**config.mk**
```make
export PLATFORM = sky130hd
export DESIGN_NAME = keccak_pack
export DESIGN_NICKNAME = d
export VERILOG_FILES = /design/src/rtl/keccak_pack.sv
export SDC_FILE = /design/constraint.sdc
export NUM_CORES = 1
export LEC_CHECK = 0
export ABC_AREA = 1
export ABC_CLOCK_PERIOD_IN_PS = 3300
export CAP_MARGIN = 20
export CELL_PAD_IN_SITES_DETAIL_PLACEMENT = 0
export CELL_PAD_IN_SITES_GLOBAL_PLACEMENT = 1
export CORE_ASPECT_RATIO = 1.2
export CORE_MARGIN = 3
export CORE_UTILIZATION = 34
export DETAILED_ROUTE_END_ITERATION = 10
export PLACE_DENSITY_LB_ADDON = 0.1
export SYNTH_ARGS = -nofsm -noshare
export SYNTH_HDL_FRONTEND = slang
export SYNTH_SLANG_ARGS = --single-unit
```
**constraint.sdc**
```tcl
create_clock -name clk -period 3.3 [get_ports clk]
set_input_delay 0.66 -clock clk [delete_from_list [all_inputs] [get_ports clk]]
set_output_delay 0.66 -clock clk [all_outputs]
set_load 0.05 [all_outputs]
```
**src/rtl/keccak_pack.sv**
```systemverilog
// keccak_pack: packs 16 cust5 words into a 512-bit block with valid/ready handoff; define KECCAK_PACK_INDEXED_EN for indexed fill
module keccak_pack #(
    parameter int WORDS = 16,
    parameter int WIDTH = 32
) (
    input  logic                     clk,
    input  logic                     rst,
    input  logic                     en,
    input  logic [5:0]               num,
    input  logic [WIDTH-1:0]         wdata,
    output logic [WORDS*WIDTH-1:0]   out512,
    output logic                     blk_valid,
    input  logic                     blk_ready,
    output logic                     busy,
    output logic [4:0]               wcnt,
    output logic                     overrun
);
    typedef enum logic {FILL, FULL} state_t;
    state_t state, state_n;
    logic wr, clr, last;
    logic [3:0] sel;
    logic [4:0] cnt, cnt_n;
    assign wr  = en && !num[5];
    assign clr = en && num[5];
`ifdef KECCAK_PACK_INDEXED_EN
    logic [WORDS-1:0] mask, mask_n;
    logic unused_num;
    assign unused_num = num[4];
    assign sel    = num[3:0];
    assign mask_n = mask | (WORDS'(1) << sel);
    assign last   = &mask_n;
    assign cnt_n  = cnt + {4'd0, ~mask[sel]};
`else
    logic [3:0] ptr;
    logic [4:0] unused_num;
    assign unused_num = num[4:0];
    assign sel   = ptr;
    assign last  = cnt == 5'd15;
    assign cnt_n = cnt + 5'd1;
`endif
    assign blk_valid = state == FULL;
    assign busy      = blk_valid;
    assign wcnt      = cnt;
    // state register
    always_ff @(posedge clk)
        state <= rst ? FILL : state_n;
    // next state: clear wins, a completing write fills, a handshake drains
    always_comb begin
        state_n = state;
        state_n = clr ? FILL :
                  (state == FILL) ? ((wr && last) ? FULL : FILL) :
                  (blk_ready ? FILL : FULL);
    end
    // datapath: capture words while filling, flag drops and release on handshake while full
    always_ff @(posedge clk) begin
        if (rst || clr) begin
            out512  <= '0;
            cnt     <= '0;
            overrun <= 1'b0;
`ifdef KECCAK_PACK_INDEXED_EN
            mask    <= '0;
`else
            ptr     <= '0;
`endif
        end else if (state == FILL) begin
            if (wr) begin
                out512[sel*WIDTH +: WIDTH] <= wdata;
                cnt <= cnt_n;
`ifdef KECCAK_PACK_INDEXED_EN
                mask <= mask_n;
`else
                ptr <= ptr + 4'd1;
`endif
            end
        end else begin
            if (wr)
                overrun <= 1'b1;
            if (blk_ready) begin
                cnt <= '0;
`ifdef KECCAK_PACK_INDEXED_EN
                mask <= '0;
`else
                ptr <= '0;
`endif
            end
        end
    end
endmodule
```
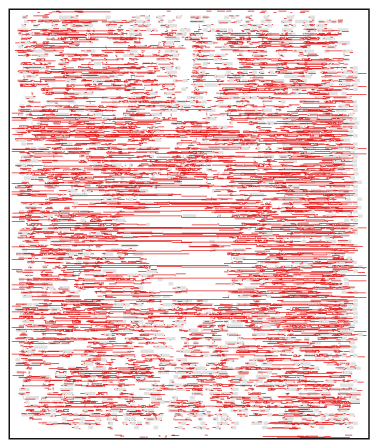
Fig. 1. Met1 routing.
Cells faint in the background.
3215 nets have wire on it. The layer holds 40% of the routed length. The longest straight run is 110 µm. The wires run mostly horizontal.
Final Routed Wirelength: 87.88 mm
Vias: 20430
Global Route met1 Usage: 31.18%

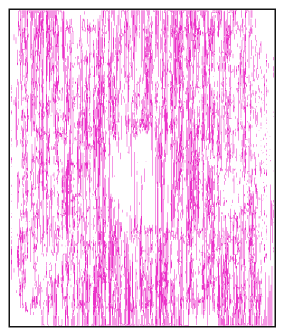
Fig. 2. Metal 2.
The longest straight run is 111 µm. The layer holds 47% of the routed length.
GR Util met2: 44.63%

final cells by class:
| cell class | count | area share (%) |
|---|---|---|
| Multi-Input combinational cell | 1959 | 28.93 |
| Antenna cell | 7 | 0.06065 |
| Sequential cell | 523 | 36.25 |
| Tap cell | 800 | 3.466 |
| Timing Repair Buffer | 639 | 21.77 |
| Inverter | 249 | 3.253 |
| Clock inverter | 8 | 0.3639 |
| Clock buffer | 91 | 5.905 |
placed cells by master (no fill, tap or decap), types with 8 or more instances in the layout:
cell	n
o21ai_0	345
clkbuf_8	13
buf_4	75
dfxtp_1	523
nand2_1	353
inv_1	230
clkbuf_16	58
nor3_1	98
clkbuf_1	20
nand3_1	45
inv_2	16
clkdlybuf4s50_1	556
nor2_1	944
buf_12	8
o21ai_1	24
a21oi_1	111
worst paths after layout:
| path | from | end | slack [ps] | cells past startpoint |
|---|---|---|---|---|
| setup reg to reg | ptr[0]$_SDFFE_PP0P_ | out512[239]$_SDFFE_PP0P_ | 540 | 9 |
| hold / removal | out512[364]$_SDFFE_PP0P_ | out512[364]$_SDFFE_PP0P_ | 460 | 2 |
| hold reg to reg | out512[364]$_SDFFE_PP0P_ | out512[364]$_SDFFE_PP0P_ | 460 | 2 |
| setup / recovery | ptr[0]$_SDFFE_PP0P_ | out512[239]$_SDFFE_PP0P_ | 540 | 9 |
critical path, delay by kind of cell (launching register included):
family	cells	cell delay [ps]
simple gates	5	740
flops	1	540
fa+ha+maj	1	520
compound gates	1	250
buf+inv	2	590
power by group through the flow:
stage | clock [mW] | combinational (mW) | sequential, mW
2_1_floorplan | 0 | 0.377 | 6.57
3_3_place_gp | 0 | 0.801 | 6.49
3_5_place_dp | 0 | 0.805 | 6.49
4_1_cts | 6.44 | 0.805 | 6.35
5_1_grt | 6.64 | 0.863 | 6.35
6_report | 6.30 | 0.805 | 6.35
==> results.json <==
{
  "status": "finished clean",
  "antenna_found_initial": 11,
  "max_stage_delay_ps": 540,
  "ys_chip_area_um2": 20550,
  "yosys_warnings": 0,
  "cp_max_fo": 31,
  "top_register": "out512",
  "path_cells": "nor3_1 -> ha_1 -> nand2_2 -> inv_2 -> nand2_2 -> nor2_2 -> inv_2 -> o21ai_0 -> nor2_1",
  "synthAoiAreaFrac_pct": 11.84,
  "fmax_ghz": 0.3627,
  "drt-met1-wl_mm": 34.83,
  "drt_pass1_iterations": 7,
  "relSlewSlack_pct": 31.96,
  "yosysTopAreaCellShare_pct": 50.94,
  "critPathLaunchType": "flip-flop",
  "cts_buffers": 57,
  "top_cell": "nor2_1",
  "ir_drop_uv": 367.5,
  "postLayoutCoreUtil_pct": 48.37,
  "layout.area.comb_um2": 8354,
  "yosys_most_used_dff": "dfxtp_1",
  "stdcell_count": 4276,
  "p_leak_nw": 12.15,
  "clk_latency_ps": 610,
  "cts_root_buffer": "clkbuf_16",
  "die_w_um": 230.5,
  "chip_area_um2": 63450,
  "synth-adder-area-share_pct": 0.3652,
  "largest_register_ffs": 512,
  "pwr-share-seq_pct": 47.2,
  "htreeDepth": 2,
  "pwr-share-comb_pct": 6.0,
  "topCellsByArea": "dfxtp_1 (51%), nor2_1 (17%), o21ai_0 (8.4%)",
  "grt_pass1_wl_mm": 125.9,
  "pin_count": 562,
  "ys_sh_simple_pct": 28.26,
  "synthTopLogicFamily": "simple AND/OR/NAND/NOR gates",
  "fill_cells": 6112,
  "crit_required_ps": 3800,
  "p_sw_mw": 3.250,
  "gp_congestion": 0.8554,
  "grt_max_degree": 112,
  "ys_cells": 2926,
  "ys_top_cells_by_count": "nor2_1 (946), dfxtp_1 (523), nand2_1 (353)",
  "hold_viol": 0,
  "synthArstFlopShare_pct": 0,
  "rsz0062_at_grt": "no",
  "p_int_mw": 10.21,
  "period_needed_ps": 2757,
  "layout-drive-gt1-share_pct": 5.996,
  "fin_crit_sh_pct": 83.56,
  "ctsResizeCount": 0,
  "drc": 0,
  "worst_pin_slew_ps": 1013,
  "tool_warnings": 36,
  "setup_tns_ps": 0,
  "power_mw": 13.46,
  "grt_busiest_layer": "met2",
  "powerDensity_nw_per_um2": 466.0,
  "path_clk_slew_ps": 60,
  "cts_tree": "yes",
  "routed.top_layer": "met5",
  "vias_per_cell": 4.778,
  "cts.sinks": 523,
  "avgSynthCellArea_um2": 7.025,
  "hpwl_mm": 64.00,
  "finClkSkew_ps": 17.16,
  "timing.final.max_slew_violations": 0,
  "flop_area_um2": 10470,
  "routedWlPerCell_um": 20.55,
  "area_growth_pct": 40.51,
  "power_frac_clock_pct": 46.8,
  "post-place-cells": 4170,
  "grt_usage_pct": 26.35,
  "critPathKind": "flip-flop to flip-flop",
  "finalNetCount": 3477,
  "place_ws_ps": 279.3,
  "post_dp_cell_area_um2": 27050,
  "slowest_stage": "dfxtp_1",
  "ant_nets": 0,
  "core_area_um2": 59710,
  "fp.dieH_um": 275.3,
  "mappedNetlistArea_um2": 20550,
  "critPathArrivalTime_ps": 3260,
  "worst_setup_path_end_kind": "flip-flop",
  "postSynthNetCount": 2974,
  "edf_count": 0
}
Power figures rest on the tool's default switching activity, not on a simulated workload.
